==> src/rtl/calc_axi_pkg.sv <==
// Shared types and constants for the calculator AXI4-Lite master.
package calc_axi_pkg;

    typedef enum logic [2:0] {IDLE, AW, W, B, AR, R, RSP} state_t;

    localparam int unsigned RESP_W = 2;

    localparam int unsigned ADDR_OP1    = 0;
    localparam int unsigned ADDR_OP2    = 1;
    localparam int unsigned ADDR_OPCODE = 2;
    localparam int unsigned ADDR_RESULT = 3;

    localparam int unsigned OP_ADD = 0;
    localparam int unsigned OP_SUB = 1;
    localparam int unsigned OP_NOT = 2;
    localparam int unsigned OP_SHL = 3;

    localparam logic [RESP_W-1:0] RESP_OKAY = 2'b00;

    // Register address targeted by write number idx of a command.
    function automatic int unsigned wr_addr(input logic [1:0] idx);
        case (idx)
            2'd0:    return ADDR_OP1;
            2'd1:    return ADDR_OP2;
            default: return ADDR_OPCODE;
        endcase
    endfunction

endpackage

==> src/rtl/calc_axi_master_if.sv <==
// AXI4-Lite bus between the calculator master and the calculator register slave.
interface calc_axi_master_if #(
    parameter int unsigned ADDR_WIDTH = 32,
    parameter int unsigned DATA_WIDTH = 8
);
    import calc_axi_pkg::*;

    logic [ADDR_WIDTH-1:0] awaddr;
    logic                  awvalid;
    logic                  awready;
    logic [DATA_WIDTH-1:0] wdata;
    logic                  wvalid;
    logic                  wready;
    logic [RESP_W-1:0]     bresp;
    logic                  bvalid;
    logic                  bready;
    logic [ADDR_WIDTH-1:0] araddr;
    logic                  arvalid;
    logic                  arready;
    logic [DATA_WIDTH-1:0] rdata;
    logic                  rvalid;
    logic                  rresp;
    logic                  rready;

    modport master (
        output awaddr, awvalid, input awready,
        output wdata, wvalid, input wready,
        input  bresp, bvalid, output bready,
        output araddr, arvalid, input arready,
        input  rdata, rvalid, rresp, output rready
    );

    modport slave (
        input  awaddr, awvalid, output awready,
        input  wdata, wvalid, output wready,
        output bresp, bvalid, input bready,
        input  araddr, arvalid, output arready,
        output rdata, rvalid, rresp, input rready
    );

endinterface

==> src/rtl/calc_axi_watchdog.sv <==
// Handshake watchdog: cleared on load, counts while en, flags expiry after LIMIT cycles.
// Only built when CALC_MASTER_TIMEOUT_EN is defined.
`ifdef CALC_MASTER_TIMEOUT_EN
module calc_axi_watchdog #(
    parameter int unsigned LIMIT = 64
) (
    input  logic clk,
    input  logic rstn,
    input  logic load,
    input  logic en,
    output logic expired_c
);
    localparam int unsigned CNT_W = $clog2(LIMIT + 1);

    logic [CNT_W-1:0] count;

    always_ff @(posedge clk) begin
        if (!rstn || load) begin
            count <= '0;
        end else if (en && !expired_c) begin
            count <= count + CNT_W'(1);
        end
    end

    // A handshake on the final cycle (load) takes precedence over expiry.
    assign expired_c = en && !load && (count == CNT_W'(LIMIT - 1));

endmodule
`endif

==> src/rtl/calc_axi_master.sv <==
// AXI4-Lite master for the calculator slave: three operand writes, one result read per command.
// Optional per-handshake timeout enabled with CALC_MASTER_TIMEOUT_EN.
module calc_axi_master
    import calc_axi_pkg::*;
#(
    parameter int unsigned ADDR_WIDTH     = 32,
    parameter int unsigned DATA_WIDTH     = 8,
    parameter int unsigned TIMEOUT_CYCLES = 64
) (
    input  logic                  clk,
    input  logic                  rstn,
    input  logic                  cmd_valid,
    output logic                  cmd_ready,
    input  logic [DATA_WIDTH-1:0] cmd_op1,
    input  logic [DATA_WIDTH-1:0] cmd_op2,
    input  logic [DATA_WIDTH-1:0] cmd_opcode,
    output logic                  rsp_valid,
    input  logic                  rsp_ready,
    output logic [DATA_WIDTH-1:0] rsp_result,
    output logic                  rsp_err,
    calc_axi_master_if.master     axi
);

    state_t                state;
    logic [1:0]            idx;
    logic [DATA_WIDTH-1:0] op1_q;
    logic [DATA_WIDTH-1:0] op2_q;
    logic [DATA_WIDTH-1:0] opcode_q;
    logic                  leave_c;
    logic                  expired_c;

    // Handshake that completes the current bus phase.
    always_comb begin
        leave_c = 1'b0;
        case (state)
            AW:      leave_c = axi.awvalid && axi.awready;
            W:       leave_c = axi.wvalid && axi.wready;
            B:       leave_c = axi.bready && axi.bvalid;
            AR:      leave_c = axi.arvalid && axi.arready;
            R:       leave_c = axi.rready && axi.rvalid;
            default: leave_c = 1'b0;
        endcase
    end

`ifdef CALC_MASTER_TIMEOUT_EN
    logic wd_en_c;
    logic wd_load_c;

    assign wd_en_c   = state inside {AW, W, B, AR, R};
    assign wd_load_c = leave_c || !wd_en_c;

    calc_axi_watchdog #(
        .LIMIT (TIMEOUT_CYCLES)
    ) u_watchdog (
        .clk       (clk),
        .rstn      (rstn),
        .load      (wd_load_c),
        .en        (wd_en_c),
        .expired_c (expired_c)
    );
`else
    // Timeout disabled: never expires.
    assign expired_c = 1'b0 && (TIMEOUT_CYCLES > 0);
`endif

    always_ff @(posedge clk) begin
        if (!rstn) begin
            state       <= IDLE;
            idx         <= '0;
            op1_q       <= '0;
            op2_q       <= '0;
            opcode_q    <= '0;
            cmd_ready   <= 1'b1;
            rsp_valid   <= 1'b0;
            rsp_result  <= '0;
            rsp_err     <= 1'b0;
            axi.awvalid <= 1'b0;
            axi.awaddr  <= '0;
            axi.wvalid  <= 1'b0;
            axi.wdata   <= '0;
            axi.bready  <= 1'b0;
            axi.arvalid <= 1'b0;
            axi.araddr  <= '0;
            axi.rready  <= 1'b0;
        end else begin
            case (state)
                IDLE: begin
                    if (cmd_valid && cmd_ready) begin
                        op1_q       <= cmd_op1;
                        op2_q       <= cmd_op2;
                        opcode_q    <= cmd_opcode;
                        idx         <= '0;
                        rsp_err     <= 1'b0;
                        cmd_ready   <= 1'b0;
                        axi.awvalid <= 1'b1;
                        axi.awaddr  <= ADDR_WIDTH'(wr_addr(2'd0));
                        state       <= AW;
                    end
                end
                AW: begin
                    if (leave_c) begin
                        axi.awvalid <= 1'b0;
                        axi.wvalid  <= 1'b1;
                        case (idx)
                            2'd0:    axi.wdata <= op1_q;
                            2'd1:    axi.wdata <= op2_q;
                            default: axi.wdata <= opcode_q;
                        endcase
                        state <= W;
                    end
                end
                W: begin
                    if (leave_c) begin
                        axi.wvalid <= 1'b0;
                        axi.bready <= 1'b1;
                        state      <= B;
                    end
                end
                B: begin
                    if (leave_c) begin
                        axi.bready <= 1'b0;
                        if (axi.bresp != RESP_OKAY) rsp_err <= 1'b1;
                        if (idx < 2'd2) begin
                            idx         <= idx + 2'd1;
                            axi.awvalid <= 1'b1;
                            axi.awaddr  <= ADDR_WIDTH'(wr_addr(idx + 2'd1));
                            state       <= AW;
                        end else begin
                            axi.arvalid <= 1'b1;
                            axi.araddr  <= ADDR_WIDTH'(ADDR_RESULT);
                            state       <= AR;
                        end
                    end
                end
                AR: begin
                    if (leave_c) begin
                        axi.arvalid <= 1'b0;
                        axi.rready  <= 1'b1;
                        state       <= R;
                    end
                end
                R: begin
                    if (leave_c) begin
                        axi.rready <= 1'b0;
                        rsp_result <= axi.rdata;
                        if (axi.rresp) rsp_err <= 1'b1;
                        rsp_valid  <= 1'b1;
                        state      <= RSP;
                    end
                end
                RSP: begin
                    if (rsp_ready) begin
                        rsp_valid <= 1'b0;
                        cmd_ready <= 1'b1;
                        state     <= IDLE;
                    end
                end
                default: begin
                    state <= IDLE;
                end
            endcase

            // A stalled handshake is abandoned and reported as an errored response.
            if (expired_c) begin
                axi.awvalid <= 1'b0;
                axi.wvalid  <= 1'b0;
                axi.bready  <= 1'b0;
                axi.arvalid <= 1'b0;
                axi.rready  <= 1'b0;
                rsp_valid   <= 1'b1;
                rsp_err     <= 1'b1;
                rsp_result  <= '0;
                state       <= RSP;
            end
        end
    end

endmodule

==> src/flat_wrapper.sv <==
// flat-port wrapper written by rule: the top's interface ports become plain ports
module calc_axi_master_flat import calc_axi_pkg::*;
#(
    parameter int unsigned ADDR_WIDTH     = 32,
    parameter int unsigned DATA_WIDTH     = 8,
    parameter int unsigned TIMEOUT_CYCLES = 64
)
  (clk, rstn, cmd_valid, cmd_ready, cmd_op1, cmd_op2, cmd_opcode, rsp_valid, rsp_ready, rsp_result, rsp_err, axi_awaddr, axi_awvalid, axi_awready, axi_wdata, axi_wvalid, axi_wready, axi_bresp, axi_bvalid, axi_bready, axi_araddr, axi_arvalid, axi_arready, axi_rdata, axi_rvalid, axi_rresp, axi_rready);
  calc_axi_master_if #(.ADDR_WIDTH(ADDR_WIDTH), .DATA_WIDTH(DATA_WIDTH)) axi_i ();
  input  logic clk;
  input  logic rstn;
  input  logic cmd_valid;
  output logic cmd_ready;
  input  logic [DATA_WIDTH-1:0] cmd_op1;
  input  logic [DATA_WIDTH-1:0] cmd_op2;
  input  logic [DATA_WIDTH-1:0] cmd_opcode;
  output logic rsp_valid;
  input  logic rsp_ready;
  output logic [DATA_WIDTH-1:0] rsp_result;
  output logic rsp_err;
  output wire logic [$bits(axi_i.awaddr)-1:0] axi_awaddr;
  output wire logic [$bits(axi_i.awvalid)-1:0] axi_awvalid;
  input wire logic [$bits(axi_i.awready)-1:0] axi_awready;
  output wire logic [$bits(axi_i.wdata)-1:0] axi_wdata;
  output wire logic [$bits(axi_i.wvalid)-1:0] axi_wvalid;
  input wire logic [$bits(axi_i.wready)-1:0] axi_wready;
  input wire logic [$bits(axi_i.bresp)-1:0] axi_bresp;
  input wire logic [$bits(axi_i.bvalid)-1:0] axi_bvalid;
  output wire logic [$bits(axi_i.bready)-1:0] axi_bready;
  output wire logic [$bits(axi_i.araddr)-1:0] axi_araddr;
  output wire logic [$bits(axi_i.arvalid)-1:0] axi_arvalid;
  input wire logic [$bits(axi_i.arready)-1:0] axi_arready;
  input wire logic [$bits(axi_i.rdata)-1:0] axi_rdata;
  input wire logic [$bits(axi_i.rvalid)-1:0] axi_rvalid;
  input wire logic [$bits(axi_i.rresp)-1:0] axi_rresp;
  output wire logic [$bits(axi_i.rready)-1:0] axi_rready;
  assign axi_awaddr = axi_i.awaddr;
  assign axi_awvalid = axi_i.awvalid;
  assign axi_i.awready = axi_awready;
  assign axi_wdata = axi_i.wdata;
  assign axi_wvalid = axi_i.wvalid;
  assign axi_i.wready = axi_wready;
  assign axi_i.bresp = axi_bresp;
  assign axi_i.bvalid = axi_bvalid;
  assign axi_bready = axi_i.bready;
  assign axi_araddr = axi_i.araddr;
  assign axi_arvalid = axi_i.arvalid;
  assign axi_i.arready = axi_arready;
  assign axi_i.rdata = axi_rdata;
  assign axi_i.rvalid = axi_rvalid;
  assign axi_i.rresp = axi_rresp;
  assign axi_rready = axi_i.rready;
  calc_axi_master #(.ADDR_WIDTH(ADDR_WIDTH), .DATA_WIDTH(DATA_WIDTH), .TIMEOUT_CYCLES(TIMEOUT_CYCLES)) u_core (.clk(clk), .rstn(rstn), .cmd_valid(cmd_valid), .cmd_ready(cmd_ready), .cmd_op1(cmd_op1), .cmd_op2(cmd_op2), .cmd_opcode(cmd_opcode), .rsp_valid(rsp_valid), .rsp_ready(rsp_ready), .rsp_result(rsp_result), .rsp_err(rsp_err), .axi(axi_i));
endmodule
==> config.mk <==
export PLATFORM = sky130hd
export DESIGN_NAME = calc_axi_master_flat
export DESIGN_NICKNAME = d
export VERILOG_FILES = /design/src/rtl/calc_axi_pkg.sv /design/src/rtl/calc_axi_master_if.sv /design/src/rtl/calc_axi_watchdog.sv /design/src/rtl/calc_axi_master.sv /design/src/flat_wrapper.sv
export SDC_FILE = /design/constraint.sdc
export NUM_CORES = 1
export LEC_CHECK = 0
export CAP_MARGIN = 20
export CORE_MARGIN = 2
export CORE_UTILIZATION = 41
export DETAILED_ROUTE_END_ITERATION = 7
export PLACE_DENSITY = 0.91
export SYNTH_ARGS = -nofsm -noshare
export SYNTH_HDL_FRONTEND = slang
export SYNTH_HIERARCHICAL = 1
export SYNTH_SLANG_ARGS = --single-unit
==> constraint.sdc <==
create_clock -name clk -period 2.58 [get_ports clk]
set_clock_uncertainty 0.2 [all_clocks]
set_input_delay 0.258 -clock clk [delete_from_list [all_inputs] [get_ports clk]]
set_output_delay 0.258 -clock clk [all_outputs]
set_load 0.01 [all_outputs]
==> results.ini, run 1 <==
[global_routing]
grt_most_used_layer=met2
met3_usage_pct=3.62
antenna_found_initial=0

[cts]
clk_transition_reported_paths_ns=0.09
cts_buffers=5
cts_buffer_depth=2
cts.sinks=55
cts_root_buf=clkbuf_8
cts_setup_buffers=0

[synth]
largest_area_cell=dfxtp_1
enable_flop_cells=0
synth_seq_share_pct=39.3
yosys.area_share.aoi_pct=16.9
netlist.area_leader.share_pct=39.3
synth.area.mux_share_pct=2.86
synthTopCellsByArea=dfxtp_1, buf_4, nand2_1, a21oi_1, nor2_1
topCombFamilyByArea=buffers and inverters
syn_inst=342
adder_share_pct=1.34
ys_sh_simple_pct=18.6

[min_path]
whs_endpoint=u_core/op2_q[3]
holdPathStages=2

[power]
pg_seq_uw=935
clk-power_uw=470
leakagePower_nw=1.37
total_power_mw=1.74
clkPwrFrac_pct=27.1

[critical_path]
rrSetupSlack_ns=0.43
cp-startpoint=u_core/state[1]
cp_slowest_cell=dfxtp_1
crit_required_ns=2.58
slowest_delay_ns=0.70
arrival_ns=2.15
startpoint_type=register
r2r-end=u_core/axi.arvalid
endpoint=u_core/axi.arvalid
critPathBufInv=0

[route]
wirelength_mm=6.19
firstDrtPassIters=5
wl_met3_um=456
dr_wl_met2_mm=3.12
vias=2341
top_layer=met4

[place]
dpl-instance-area_um2=3320
place_congestion=0.905
pre_cts_slack_ns=0.432
portBuffers=71

[floorplanning]
fp.dieH_um=86.6
chipWidth_um=86.6
fp_util_pct=41.9
die_area_um2=7500

[sta]
rsz0062_at_grt=false

[run]
max_cap_violations=0
warnings=28

[cells_and_area]
final-clk-cell-share_pct=2.57
buffers=77
diodes=0
regArea_um2=1100

[run_status]
status=finished clean

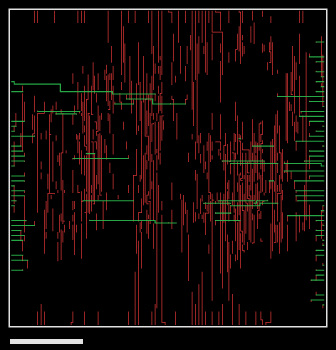
(run_1/wires.png)
The bar under the picture is 20 um long. Only two layers are drawn.
green -> metal 3  # wire length 457 um
red -> metal 2  # wire length 3,120 um

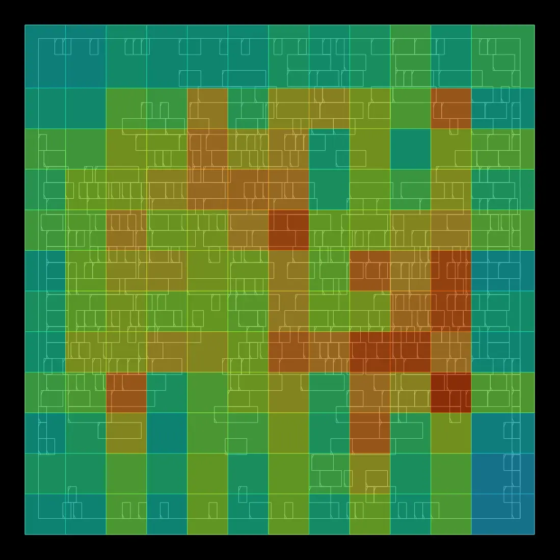
(run_1/congestion.png)
M1 GR Usage: 19.0%
total track usage: 16.0%
global-route track usage on met2: 29.4%

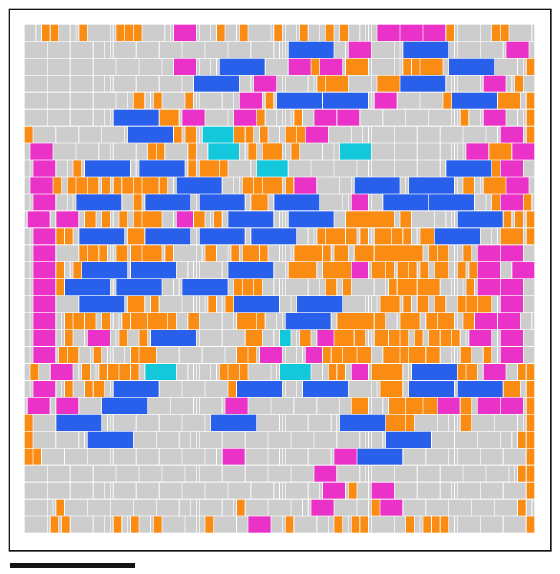
(run_1/placement_by_type.png)
The bar under the picture is 20 um long. Fill, decap, tap and diode cells in gray.
magenta -> remaining buffers and delay cells  # cells 77
orange -> combinational and other logic  # cells 266
blue -> sequential cells  # cells 55
cyan -> clock drivers and dummy loads  # cells 7
Core ar.: 6680 um^2
post-route cell area: 3410 um^2
fraction of area in registers: 32.3%
Cell Rows: 30

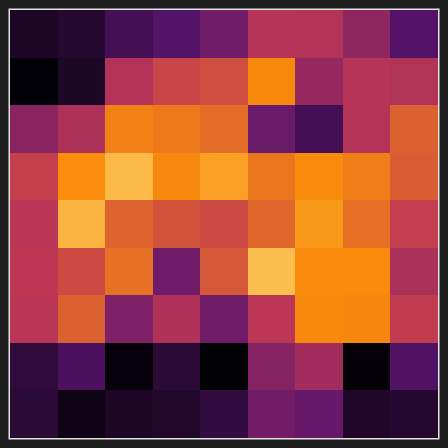
(run_1/cell_density.png)
9 x 9 tiles, from black (low) to pale yellow (high), 0 to 100% covered.
mean over tiles = 44%
tiles over 75% full = 7.4%
fullest tile = 86%

==> run_1/io_placement.png <==
The bar under the picture is 20 um long. Pins as bars across the die edge, other pins in gray.
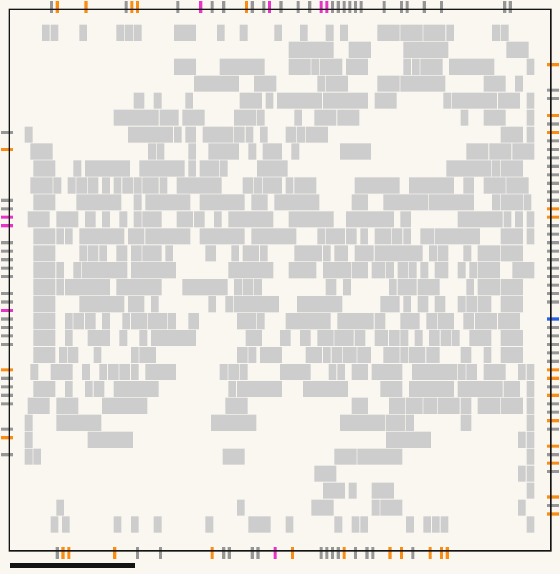

==> run 1 -> run 2 <==
--- a/config.mk
+++ b/config.mk
@@ -7,9 +7,9 @@
 export LEC_CHECK = 0
 export CAP_MARGIN = 20
 export CORE_MARGIN = 2
-export CORE_UTILIZATION = 41
+export CORE_UTILIZATION = 37
 export DETAILED_ROUTE_END_ITERATION = 7
-export PLACE_DENSITY = 0.91
+export PLACE_DENSITY = 0.87
 export SYNTH_ARGS = -nofsm -noshare
 export SYNTH_HDL_FRONTEND = slang
 export SYNTH_HIERARCHICAL = 1
==> constraint.sdc (replaced) <==
create_clock -name clk -period 1.9 [get_ports clk]
set_clock_uncertainty 0.2 [all_clocks]
set_input_delay 0.19 -clock clk [delete_from_list [all_inputs] [get_ports clk]]
set_output_delay 0.19 -clock clk [all_outputs]
set_load 0.01 [all_outputs]
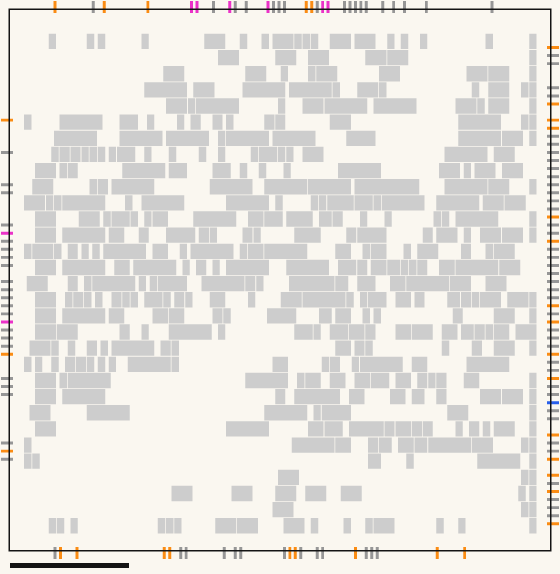
(run_2/io_placement.png)
The bar under the picture is 20 um long. Pins as bars across the die edge, other pins in gray.
orange -> axi_araddr  # pins 32, direction output, edge 15 east, 9 south, 5 north, 3 west
magenta -> axi_wdata  # pins 8, direction output, edge 6 north, 2 west
blue -> rsp_ready  # pins 1, direction input, edge east
all pins by edge = 55 east, 29 north, 26 west, 22 south
Die H: 91.0 um
Port Buffers: 71
Die Wd: 91.0 um

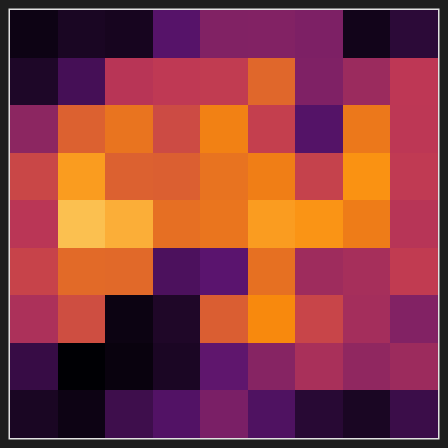
(run_2/cell_density.png)
9 x 9 tiles, from black (low) to pale yellow (high), 0 to 100% covered.
Initial Utilization: 38.4%
Core ar.: 7290 um^2
final core area utilization: 49.2%

==> run 2 against run 1 <==
Wire length grew 5.7%; synthesized cell count is the same; non-clock buffer count grew 14; total power grew 47%; fmax grew 21%; count of clock-buffer cells in the layout shrank 1; hold slack lost 0.039 ns; sequential share of layout area shrank 1.6 points.
==> results.ini, run 2 <==
[critical_path]
endpoint=u_core/axi.arvalid
rrSetupSlack_ns=0.12
cp_slowest_cell=dfxtp_1
arrival_ns=1.79
slowest_delay_ns=0.40
crit_required_ns=1.91
critPathBufInv=1
r2r-end=u_core/axi.arvalid

[place]
dpl-instance-area_um2=3470
place_congestion=0.849
pre_cts_slack_ns=-0.0363

[global_routing]
use_met1_pct=18.0
grtUsageTotal_pct=15.8
grt_use_met2_pct=29.4
met3_usage_pct=3.24

[synth]
topCombFamilyByArea=buffers and inverters
ys_sh_simple_pct=18.6
adder_share_pct=1.34
syn_inst=342
netlist.area_leader.share_pct=39.3
synthTopCellsByArea=dfxtp_1, buf_4, nand2_1, a21oi_1, nor2_1
yosys.area_share.aoi_pct=16.9
synth_seq_share_pct=39.3

[cts]
cts_buffer_depth=2
cts_buffers=5
cts_setup_buffers=0
clk_transition_reported_paths_ns=0.10
cts.sinks=55

[route]
vias=2409
wl_met3_um=423
firstDrtPassIters=4
dr_wl_met2_mm=3.29
wirelength_mm=6.54

[cells_and_area]
fin_area_um2=3590
seq-cell-share_pct=30.7

[sta]
rsz0062_at_grt=false

[power]
clkPwrFrac_pct=31.0
clk-power_uw=791
leakagePower_nw=1.46

[floorplanning]
die_area_um2=8280

[run_status]
status=finished clean

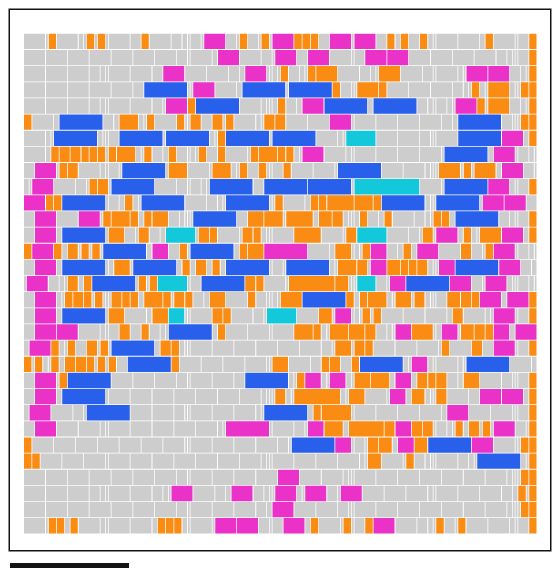
(run_2/placement_by_type.png)
The bar under the picture is 20 um long. Fill, decap, tap and diode cells in gray.
magenta -> remaining buffers and delay cells  # cells 91
blue -> sequential cells  # cells 55
cyan -> clock drivers and dummy loads  # cells 8
orange -> combinational and other logic  # cells 266

==> run_2/congestion.png <==
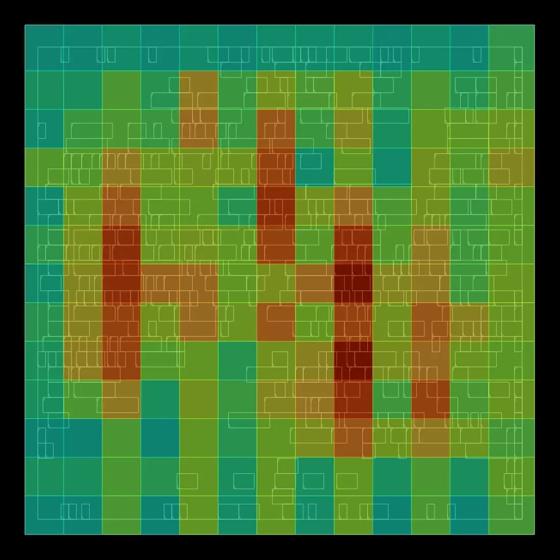

==> run 2 -> run 3 <==
--- a/config.mk
+++ b/config.mk
@@ -6,7 +6,6 @@
 export NUM_CORES = 1
 export LEC_CHECK = 0
 export CAP_MARGIN = 20
-export CORE_MARGIN = 2
 export CORE_UTILIZATION = 37
 export DETAILED_ROUTE_END_ITERATION = 7
 export PLACE_DENSITY = 0.87
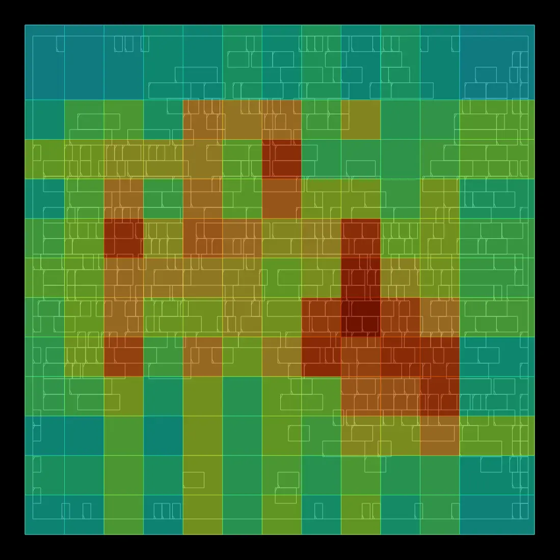
(run_3/congestion.png)
final core area utilization: 48.8%
global route hottest layer: met2
met3 Resource Use GR: 3.32%
total track usage: 16.1%
M1 GR Usage: 18.4%

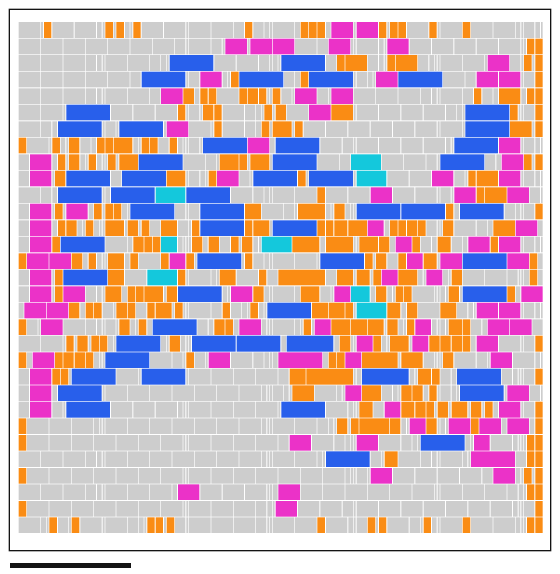
(run_3/placement_by_type.png)
The bar under the picture is 20 um long. Fill, decap, tap and diode cells in gray.
orange -> combinational and other logic  # cells 266
blue -> sequential cells  # cells 55
cyan -> clock drivers and dummy loads  # cells 8
magenta -> remaining buffers and delay cells  # cells 89

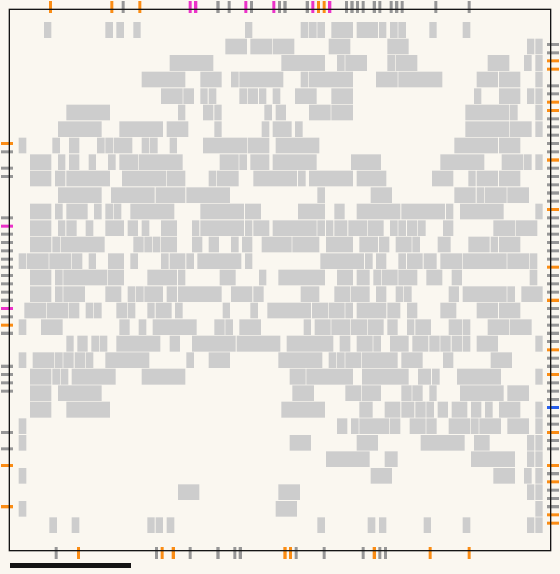
(run_3/io_placement.png)
The bar under the picture is 20 um long. Pins as bars across the die edge, other pins in gray.
blue -> rsp_ready  # pins 1, direction input, edge east
orange -> axi_araddr  # pins 32, direction output, edge 15 east, 8 south, 5 north, 4 west
magenta -> axi_wdata  # pins 8, direction output, edge 6 north, 2 west
Die H: 89.0 um
Die Wd: 89.0 um

==> run 3 against run 2 <==
Count of clock-buffer cells in the layout up 1; clock power is 14% lower; first-iteration DRC count up 30%; total power down 4.5%; fmax down 3.1%; hold slack improved by 0.0019 ns; non-clock buffer count shrank 2; critical path type unchanged; critical endpoint is now u_core/state[0]; largest power group unchanged.
==> results.ini, run 3 <==
[route]
top_layer=met4
dr_wl_met2_mm=3.27
vias=2422
wirelength_mm=6.45
firstDrtPassIters=4
wl_met3_um=521

[synth]
topCombFamilyByArea=buffers and inverters
largest_area_cell=dfxtp_1
netlist.area_leader.share_pct=39.3
synth.area.mux_share_pct=2.86
synth_seq_share_pct=39.3
synthTopCellsByArea=dfxtp_1, buf_4, nand2_1, a21oi_1, nor2_1
enable_flop_cells=0
yosys.area_share.aoi_pct=16.9
ys_sh_simple_pct=18.6
syn_inst=342

[power]
clk-power_uw=681
clkPwrFrac_pct=28.0
pg_seq_mw=1.26
switching_share_pct=28.3
total_power_mw=2.43
leakagePower_nw=1.44

[cts]
cts_buffer_depth=2
cts_buffers=5
cts.sinks=55
cts_setup_buffers=0

[min_path]
holdPathStages=3
whs_endpoint=u_core/op2_q[6]

[place]
portBuffers=71
pre_cts_slack_ns=0.00740
place_congestion=0.883

[critical_path]
arrival_ns=1.86
slowest_delay_ns=0.42
critPathBufInv=1
crit_required_ns=1.92
cp-startpoint=u_core/state[1]
r2r-end=u_core/state[0]
startpoint_type=register
rrSetupSlack_ns=0.07

[cells_and_area]
final-clk-cell-share_pct=2.78
buffers=89
fin_area_um2=3560
regArea_um2=1100
diodes=0
seq-cell-share_pct=31.0

[run]
warnings=28
max_cap_violations=0

[floorplanning]
core_area_um2=7290
die_area_um2=7920
fp_util_pct=38.4

[global_routing]
antenna_found_initial=0
grt_use_met2_pct=30.4

[run_status]
status=finished clean

[sta]
rsz0062_at_grt=false

No activity file was given, so power comes from the tool's default toggle rates.
